<file path="config.mk">
export PLATFORM = sky130hd
export DESIGN_NAME = pga_agc_ctrl
export DESIGN_NICKNAME = d
export VERILOG_FILES = /design/src/rtl/pga_agc_pkg.sv /design/src/rtl/pga_agc_ctrl_peak.sv /design/src/rtl/pga_agc_ctrl.sv
export SDC_FILE = /design/constraint.sdc
export NUM_CORES = 1
export LEC_CHECK = 0
export CAP_MARGIN = 5
export CORE_MARGIN = 2
export CORE_UTILIZATION = 60
export DETAILED_ROUTE_END_ITERATION = 8
export GPL_TIMING_DRIVEN = 0
export PLACE_DENSITY_LB_ADDON = 0.3
export SYNTH_ARGS = -nofsm -noshare
export SYNTH_HDL_FRONTEND = slang
export SYNTH_HIERARCHICAL = 1
export SYNTH_SLANG_ARGS = --single-unit
export TNS_END_PERCENT = 10
</file>
<file path="constraint.sdc">
create_clock -name Clk -period 6.68 [get_ports Clk]
set_input_delay 1.67 -clock Clk [delete_from_list [all_inputs] [get_ports Clk]]
set_output_delay 1.67 -clock Clk [all_outputs]
set_load 0.005 [all_outputs]
</file>
<file path="src/rtl/pga_agc_pkg.sv">
// Shared types for the MCP6S91 PGA automatic gain control sequencer.
package pga_agc_pkg;

  typedef enum logic [2:0] {
    IDLE      = 3'd0,
    REQUEST   = 3'd1,
    WAIT_DONE = 3'd2,
    SETTLE    = 3'd3,
    MEASURE   = 3'd4,
    DECIDE    = 3'd5
  } agc_state_t;

  typedef logic [2:0] pga_gain_t;

  localparam pga_gain_t GAIN_MIN = 3'd0;
  localparam pga_gain_t GAIN_MAX = 3'd7;

endpackage

</file>
<file path="src/rtl/pga_agc_ctrl_peak.sv">
// Running peak of |Sample| over a measurement window; the most negative code saturates to max.
module pga_agc_ctrl_peak #(
  parameter int SampleWidth = 12
) (
  input  logic                          Clk,
  input  logic                          Reset_n,
  input  logic                          Clear,
  input  logic                          Valid,
  input  logic signed [SampleWidth-1:0] Sample,
  output logic        [SampleWidth-2:0] RunPeak
);

  localparam int PW = SampleWidth - 1;

  logic [PW-1:0] peak_r;
  logic [PW-1:0] mag_s;

  function automatic logic [PW-1:0] absSat(input logic signed [SampleWidth-1:0] s);
    if (!s[SampleWidth-1]) begin
      absSat = s[PW-1:0];
    end else if (s[PW-1:0] == {PW{1'b0}}) begin
      absSat = {PW{1'b1}};
    end else begin
      absSat = ~s[PW-1:0] + {{(PW-1){1'b0}}, 1'b1};
    end
  endfunction

  // Peak including the sample presented this cycle, so the window end can capture it.
  always_comb begin
    mag_s = absSat(Sample);
    if (Valid && (mag_s > peak_r)) begin
      RunPeak = mag_s;
    end else begin
      RunPeak = peak_r;
    end
  end

  // Peak register; clear wins over an arriving sample.
  always_ff @(posedge Clk or negedge Reset_n) begin
    if (!Reset_n) begin
      peak_r <= {PW{1'b0}};
    end else if (Clear) begin
      peak_r <= {PW{1'b0}};
    end else if (Valid) begin
      peak_r <= RunPeak;
    end
  end

endmodule

</file>
<file path="src/rtl/pga_agc_ctrl.sv">
// AGC sequencer driving the PGA Int/Gain/Done handshake from a windowed sample peak.
// Optional Done timeout with sticky Fault enabled by defining PGA_AGC_TIMEOUT_EN.
module pga_agc_ctrl
  import pga_agc_pkg::*;
#(
  parameter int        SampleWidth   = 12,
  parameter int        WindowLen     = 1024,
  parameter int        HighThresh    = 1536,
  parameter int        LowThresh     = 256,
  parameter int        SettleCycles  = 4096,
  parameter pga_gain_t InitGain      = 3'd0,
  parameter int        TimeoutCycles = 65535
) (
  input  logic                          Clk,
  input  logic                          Reset_n,
  input  logic                          Enable,
  input  logic signed [SampleWidth-1:0] Sample,
  input  logic                          SampleValid,
  output logic                          PgaInt,
  output logic        [2:0]             PgaGain,
  input  logic                          PgaDone,
  output logic        [2:0]             CurGain,
  output logic        [SampleWidth-2:0] Peak,
  output logic                          Busy,
  output logic                          Fault
);

  localparam int PW   = SampleWidth - 1;
  localparam int WinW = $clog2(WindowLen + 1);
  localparam int SetW = $clog2(SettleCycles + 1);

  agc_state_t      state_r;
  logic            pgaInt_r;
  pga_gain_t       pgaGain_r;
  pga_gain_t       curGain_r;
  logic [PW-1:0]   peak_r;
  logic            busy_r;
  logic [WinW-1:0] winCnt_r;
  logic [SetW-1:0] setCnt_r;

  logic            peakValid_s;
  logic            peakClear_s;
  logic            winLast_s;
  logic [PW-1:0]   runPeak_s;

`ifdef PGA_AGC_TIMEOUT_EN
  localparam int ToW = $clog2(TimeoutCycles + 1);
  logic [ToW-1:0] toCnt_r;
  logic           fault_r;
  assign Fault = fault_r;
`else
  assign Fault = 1'b0;
  // TimeoutCycles only matters with the timeout build; keep it referenced for a uniform interface.
  if (TimeoutCycles < 1) begin : gTimeoutUnused
  end
`endif

  // Samples only count in MEASURE; the peak accumulator is held clear everywhere else.
  always_comb begin
    peakValid_s = (state_r == MEASURE) && SampleValid;
    winLast_s   = peakValid_s && (winCnt_r == WinW'(WindowLen - 1));
    peakClear_s = (state_r != MEASURE) || winLast_s;
  end

  pga_agc_ctrl_peak #(
    .SampleWidth(SampleWidth)
  ) uPeak (
    .Clk    (Clk),
    .Reset_n(Reset_n),
    .Clear  (peakClear_s),
    .Valid  (peakValid_s),
    .Sample (Sample),
    .RunPeak(runPeak_s)
  );

  // Control FSM with registered handshake and status outputs.
  always_ff @(posedge Clk or negedge Reset_n) begin
    if (!Reset_n) begin
      state_r   <= IDLE;
      pgaInt_r  <= 1'b0;
      pgaGain_r <= InitGain;
      curGain_r <= InitGain;
      peak_r    <= {PW{1'b0}};
      busy_r    <= 1'b0;
      winCnt_r  <= {WinW{1'b0}};
      setCnt_r  <= {SetW{1'b0}};
`ifdef PGA_AGC_TIMEOUT_EN
      toCnt_r   <= {ToW{1'b0}};
      fault_r   <= 1'b0;
`endif
    end else begin
      pgaInt_r <= 1'b0;
      case (state_r)
        IDLE: begin
          if (Enable) begin
            pgaGain_r <= InitGain;
            pgaInt_r  <= 1'b1;
            busy_r    <= 1'b1;
            state_r   <= REQUEST;
          end
        end
        REQUEST: begin
`ifdef PGA_AGC_TIMEOUT_EN
          toCnt_r <= {ToW{1'b0}};
`endif
          state_r <= WAIT_DONE;
        end
        // Enable is deliberately ignored: an interrupted write would restart the PGA frame.
        WAIT_DONE: begin
          if (PgaDone) begin
            curGain_r <= pgaGain_r;
            setCnt_r  <= {SetW{1'b0}};
            state_r   <= SETTLE;
          end
`ifdef PGA_AGC_TIMEOUT_EN
          else if (toCnt_r == ToW'(TimeoutCycles - 1)) begin
            fault_r <= 1'b1;
            busy_r  <= 1'b0;
            state_r <= IDLE;
          end else begin
            toCnt_r <= toCnt_r + ToW'(1);
          end
`endif
        end
        SETTLE: begin
          if (!Enable) begin
            busy_r  <= 1'b0;
            state_r <= IDLE;
          end else if (setCnt_r == SetW'(SettleCycles - 1)) begin
            winCnt_r <= {WinW{1'b0}};
            state_r  <= MEASURE;
          end else begin
            setCnt_r <= setCnt_r + SetW'(1);
          end
        end
        MEASURE: begin
          if (!Enable) begin
            winCnt_r <= {WinW{1'b0}};
            busy_r   <= 1'b0;
            state_r  <= IDLE;
          end else if (winLast_s) begin
            peak_r   <= runPeak_s;
            winCnt_r <= {WinW{1'b0}};
            state_r  <= DECIDE;
          end else if (peakValid_s) begin
            winCnt_r <= winCnt_r + WinW'(1);
          end
        end
        DECIDE: begin
          if ((peak_r > PW'(HighThresh)) && (curGain_r > GAIN_MIN)) begin
            pgaGain_r <= curGain_r - 3'd1;
            pgaInt_r  <= 1'b1;
            state_r   <= REQUEST;
          end else if ((peak_r < PW'(LowThresh)) && (curGain_r < GAIN_MAX)) begin
            pgaGain_r <= curGain_r + 3'd1;
            pgaInt_r  <= 1'b1;
            state_r   <= REQUEST;
          end else begin
            state_r <= MEASURE;
          end
        end
        default: begin
          busy_r  <= 1'b0;
          state_r <= IDLE;
        end
      endcase
    end
  end

  assign PgaInt  = pgaInt_r;
  assign PgaGain = pgaGain_r;
  assign CurGain = curGain_r;
  assign Peak    = peak_r;
  assign Busy    = busy_r;

endmodule

</file>
**Run 1: M3 wires**

(3 px per um)
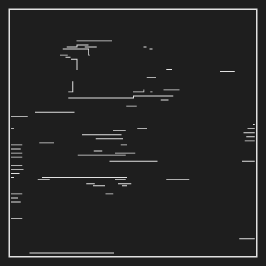
The wires run mostly horizontal. 51 nets have wire on it. The layer carries 342 um of wire. The layer holds 4.1% of the routed length.

**Run 1: M2 wires**

(3 px per um) Cells faint in the background.
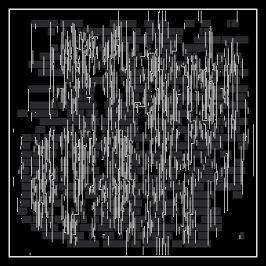
413 nets have wire on it. The longest straight run is 38.1 um.

**Run 1: sizing map**

(6 px per um)
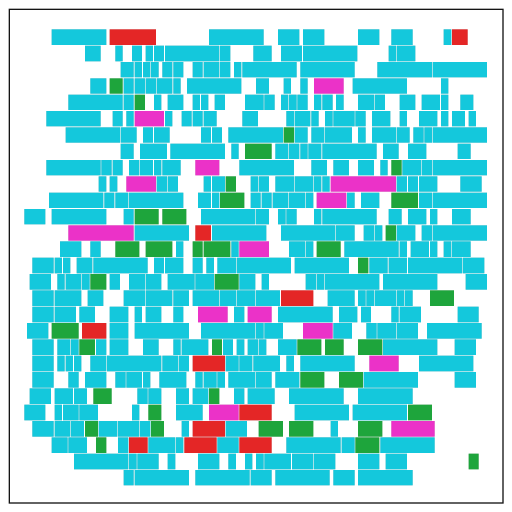
Key: x6 and larger = magenta [cells 14, share 3.2%]; x3 and x4 = red [cells 11, share 2.5%]; x2 = green [cells 40, share 9.2%]; x1 and smaller = cyan [cells 368, share 85%]

==> flow_summary.toml, run 1 <==
# yosys + openroad results
[run_status]
status = "finished, final reports clean"

[min_path]
hold_class = "reg2reg"

[clocking]
cts-root-buf = "clkbuf_8"
cts_tree = "yes"
cts_resized = 0
cts.clk_slew.worst_paths_ps = 70
hold_buffers = 0
post_cts_buffers = 0
cts_buffers = 9
htreeDepth = 3
clockBufferDepth = 2

[finish]
clk_share_pct = 4.89
num-clock-buffers = 10
logic_gates = 290
area_share_nonclk_buffers_pct = 10.1
drive_above_1_share_pct = 15.0
fillCellCount = 449
comb_area_um2 = 2060
regArea_um2 = 1430
final_cell_mix = "57 x dfrtp_1, 35 x nand2_1, 32 x clkdlybuf4s50_1, 25 x nor2_1, 19 x inv_1"
comb_share_pct = 48.0
nNonClkInverters = 19
signal_buffers = 51
fin_cells = 508

[worst_setup_path]
cp-end-kind = "flop"
cpMostUsedCell = "ha_1"
startpoint = "Sample[0]"
critPathBufInv = 4
crit_chain = "clkdlybuf4s50_1 > inv_1 > ha_1 > nor3b_1 > nand3_1 > o21ai_0 > ha_1 > a21oi_1 > a211oi_1 > or3_1 > buf_2 > o21a_1 > buf_6 > mux2_4 > mux2_2"
r2r-start = "state_r[2]"
critPathKind = "in2reg"
crit_slowest_cell = "nor3b_1"
crit_path_start_kind = "input port"
crit_family = "simple AND/OR/NAND/NOR gates"

[sta]
rsz0062_at_grt = "no"
maxSlewHeadroom_pct = 43.4
timing.hold.ws_ps = 519
drv_slew = 0
finalClockSkew_ps = 8.08
fin_crit_ps = 5480
hold_violations = 0
timing.final.ws_setup_ps = 1200

[synthesis]
synth-simple-area-share_pct = 19.4
yosys_area_um2 = 3650
synth-async-reset-ratio_pct = 100
area_leaders = "dfrtp_1 39%, ha_1 5.1%, mux2_2 4.9%"
xor_area_share_pct = 4.08
logic_family = "simple AND/OR/NAND/NOR gates"
top_cells_by_count = "57 x dfrtp_1, 35 x nand2_1, 25 x nor2_1"
synth_cell_types = 69
synth-edff-count = 0
mux_area_share_pct = 9.32
yosys_warnings = 6
top_cell = "dfrtp_1"
synth_flops = 57
syn_avg_cell_area_um2 = 9.54

[global_route]
overflow = 0
top_usage_layer = "met2"
grt_use_total_pct = 26.2
antenna_found_initial = 0
grtUsageMet3_pct = 5.16

[floorplan]
die_y_um = 82.0
die_w_um = 82.0
ioPinCount = 37
core_um2 = 5890
initCoreUtil_pct = 62.1
n_tap_cell = 75

[drt]
drt_wl_total_um = 8250
viasPerCell = 6.19
wl_met3_um = 341
num_vias = 3143
ant_nets = 0
topRoutingLayerUsed = "met4"
drc = 0

[run]
openroad.warnings = 26
maxCapViolCount = 0

[power_and_ir_drop]
peakVddDrop_mv = 0.177
p_leak_nw = 1.83

[placement]
io_buffers = 33
placement.cell_area_um2 = 4090
dp_worst_setup_slack_ps = 982
gp_congestion = 0.893
dp.cells = 492
==> run 1: registers in the layout (all words and copies together) (netlist names) <==
signal and count:
setCnt_r 13, Peak 11, uPeak/peak_r 11, winCnt_r 11, CurGain 3, PgaGain 3, state_r 3, Busy 1
PgaInt 1
==> run 1: final timing paths <==
path	endpoint	slack [ps]	cells past startpoint
worst max-delay path	Peak[9]	1200	15
worst min-delay path	winCnt_r[8]	520	1
worst max register to register	Peak[9]	4040	8
worst min register to register	winCnt_r[8]	520	1
max in group asynchronous	winCnt_r[3]	4860	2
min in group asynchronous	setCnt_r[4]	1260	1
==> run 1: power breakdown <==
part	total [W]	switching, W	internal [W]
sequential	0.000385	0.0000185	0.000367
combinational	0.000184	0.000112	0.0000724
clock	0.000351	0.000143	0.000208
total	0.000921	0.000273	0.000647
==> run 1 -> run 2 <==
Settings changed: CORE_UTILIZATION 60 to 57.
Clock period 6.68 ns to 5.7 ns, I/O delays scaled along.
**Run 2: congestion heat map**

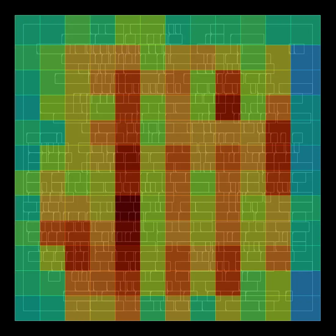
grt met1 use: 31.4%
GRT Util Overall: 25.1%

**Run 2: sizing map**

(6 px per um)
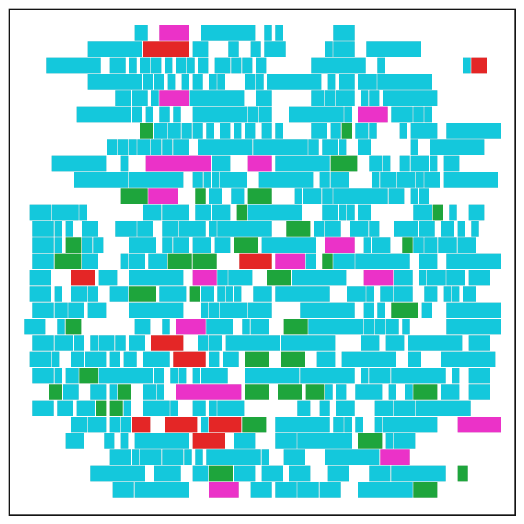
Key: x6 and larger = magenta [cells 15, share 3.5%]; x1 and smaller = cyan [cells 369, share 85%]; x2 = green [cells 38, share 8.8%]; x3 and x4 = red [cells 10, share 2.3%]

**Run 2: M2 wires**

(3 px per um) Cells faint in the background.
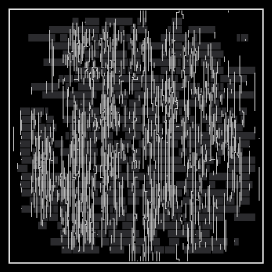
The wires run mostly vertical. The layer carries 4120 um of wire. The layer holds 50% of the routed length. 405 nets have wire on it.
via count: 3119
final WL: 8320 um
met2 Use GR: 43.0%

==> run 2 against run 1 <==
Sequential share of layout area about the same. Setup slack got worse by 830 ps. Design area about the same. Sequential power increased by 17%. Critical path depth increased by 1. Worst hold slack improved by 4.4 ps. Highest routed layer unchanged. Flip-flop count unchanged.
==> flow_summary.toml, run 2 <==
# yosys + openroad results
[run_status]
status = "finished, final reports clean"

[global_route]
grt_pass1_wl_um = 14300
grt_pass1_vias = 2989
overflow = 0
antenna_found_initial = 0
grt_max_degree = 37

[sta]
finalClockSkew_ps = 7.66
setup_viol_count_final = 0
worst_pin_slew_ps = 898
tns_ps = 0
maxSlewHeadroom_pct = 39.8
rsz0062_at_grt = "no"
fin_crit_ps = 5330
fmax_mhz = 188
hold_violations = 0
fin_crit_sh_pct = 93.5
timing.final.ws_setup_ps = 371
drv_slew = 0
timing.hold.ws_ps = 524

[synthesis]
synth_flops = 57
ff_type = "dfrtp_1"
syn_avg_cell_area_um2 = 9.54
adder_share_pct = 5.14
synth_area_leader_cell = "dfrtp_1"
ys_sh_aoi_pct = 18.5
top_cell = "dfrtp_1"
synth-edff-count = 0
logic_family = "simple AND/OR/NAND/NOR gates"
yosys_area_um2 = 3650
fp_nets = 415
top_cells_by_count = "57 x dfrtp_1, 35 x nand2_1, 25 x nor2_1"
yosys_warnings = 6
synth-async-reset-ratio_pct = 100
area_leaders = "dfrtp_1 39%, ha_1 5.1%, mux2_2 4.9%"
synth_area_um2 = 3650
ys_cells = 383
xor_area_share_pct = 4.08
synth_top_area_share_pct = 39.0
mux_area_share_pct = 9.32
ys_seq_share_pct = 39.0
synth_cell_types = 69
synth-simple-area-share_pct = 19.4
syn_inst = 383

[finish]
fin_cells = 509
comb_share_pct = 48.0
final_cell_mix = "57 x dfrtp_1, 35 x nand2_1, 32 x clkdlybuf4s50_1, 25 x nor2_1, 19 x inv_1"
fillCellCount = 494
largest_cell_class = "multi-input combinational cells"
largest_reg_flops = 13
comb_area_um2 = 2060
syn_to_final_growth_pct = 17.8
nNonClkInverters = 19
logic_gates = 290
drive_above_1_share_pct = 14.6
clk_share_pct = 4.88
flops = 57
num-clock-buffers = 12
area_share_nonclk_buffers_pct = 10.1
layout_top_cell = "dfrtp_1"
regArea_um2 = 1430
top_register = "setCnt_r"
post-route-util_pct = 68.6
nets = 460
seq_area_share_pct = 33.1
signal_buffers = 51

[min_path]
whs_path_depth = 1
whs_endpoint = "winCnt_r[8]"
hold_class = "reg2reg"
worst_hold_startpoint = "winCnt_r[8]"

[power_and_ir_drop]
peakVddDrop_mv = 0.178
total_power_w = 0.00108
p_per_area_nw_per_um2 = 252
p_leak_nw = 1.83

[clocking]
clk_latency_ps = 350
cts_tree = "yes"
hold_buffers = 0
cts.clk_slew.worst_paths_ps = 70
cts.sinks = 57
cts-root-buf = "clkbuf_8"
clockBufferDepth = 2
cts_resized = 0
post_cts_buffers = 0
htreeDepth = 3
cts_buffers = 9

[worst_setup_path]
crit_path_start_kind = "input port"
cp-end-kind = "flop"
rr_endpoint = "Peak[6]"
critPathKind = "in2reg"
r2r-start = "uPeak/peak_r[8]"
endpoint = "Peak[6]"
path_max_fanout = 10
cpMostUsedCell = "ha_1"
crit_slowest_cell = "nor3b_1"
crit_cells = 16
rr_worst_depth = 10
slowest_delay_ps = 490
critPathArrivalTime_ps = 5570
crit_family = "simple AND/OR/NAND/NOR gates"
r2r_slack_ps = 2910
startpoint = "Sample[0]"
critPathBufInv = 4
crit_chain = "clkdlybuf4s50_1 > inv_1 > ha_1 > nor3b_1 > a21boi_1 > xor2_1 > or2_2 > ha_1 > nand4_1 > a211oi_1 > or3_1 > buf_2 > o21a_1 > buf_6 > mux2_4 > mux2_2"
crit_required_ps = 5940

[floorplan]
n_tap_cell = 77
fp-row-count = 29
core_um2 = 6280
die_area_um2 = 7070
initCoreUtil_pct = 58.2
die_y_um = 84.1
die_w_um = 84.1
ioPinCount = 37

[placement]
dp_worst_setup_slack_ps = 194
gp_congestion = 0.929
placement.cell_area_um2 = 4100
dp.cells = 494
io_buffers = 33
dp_hpwl_um = 6070

[run]
maxCapViolCount = 0
openroad.warnings = 26

[drt]
drc = 0
ant_nets = 0
initialDrtViolationCount = 173
viasPerCell = 6.13
first_pass_iters = 4
routedWlPerCell_um = 16.3
==> run 2: cell counts after synthesis <==
No cell type changed its count.
==> run 2: power by group <==
group / internal (W) / switching [W] / leakage [nW] / total (W)
registers: 0.000430 / 0.0000209 / 0.785 / 0.000451
logic: 0.0000850 / 0.000129 / 0.939 / 0.000214
clock network: 0.000255 / 0.000164 / 0.106 / 0.000419
total: 0.000770 / 0.000313 / 1.83 / 0.00108
==> run 2: layer usage <==
layer | share of wire (%) | vias to the layer above | wire length (um) | track usage [%]
li1 | - | 1505 | - | -
met1 | 44 | 1515 | 3680 | 31.4
met2 | 50 | 83 | 4120 | 43.0
met3 | 3.8 | 16 | 314 | 2.97
met4 | 2.4 | 0 | 199 | 11.9
met5 | 0 | - | 0 | 0
Power is estimated from default activity; no workload was simulated.
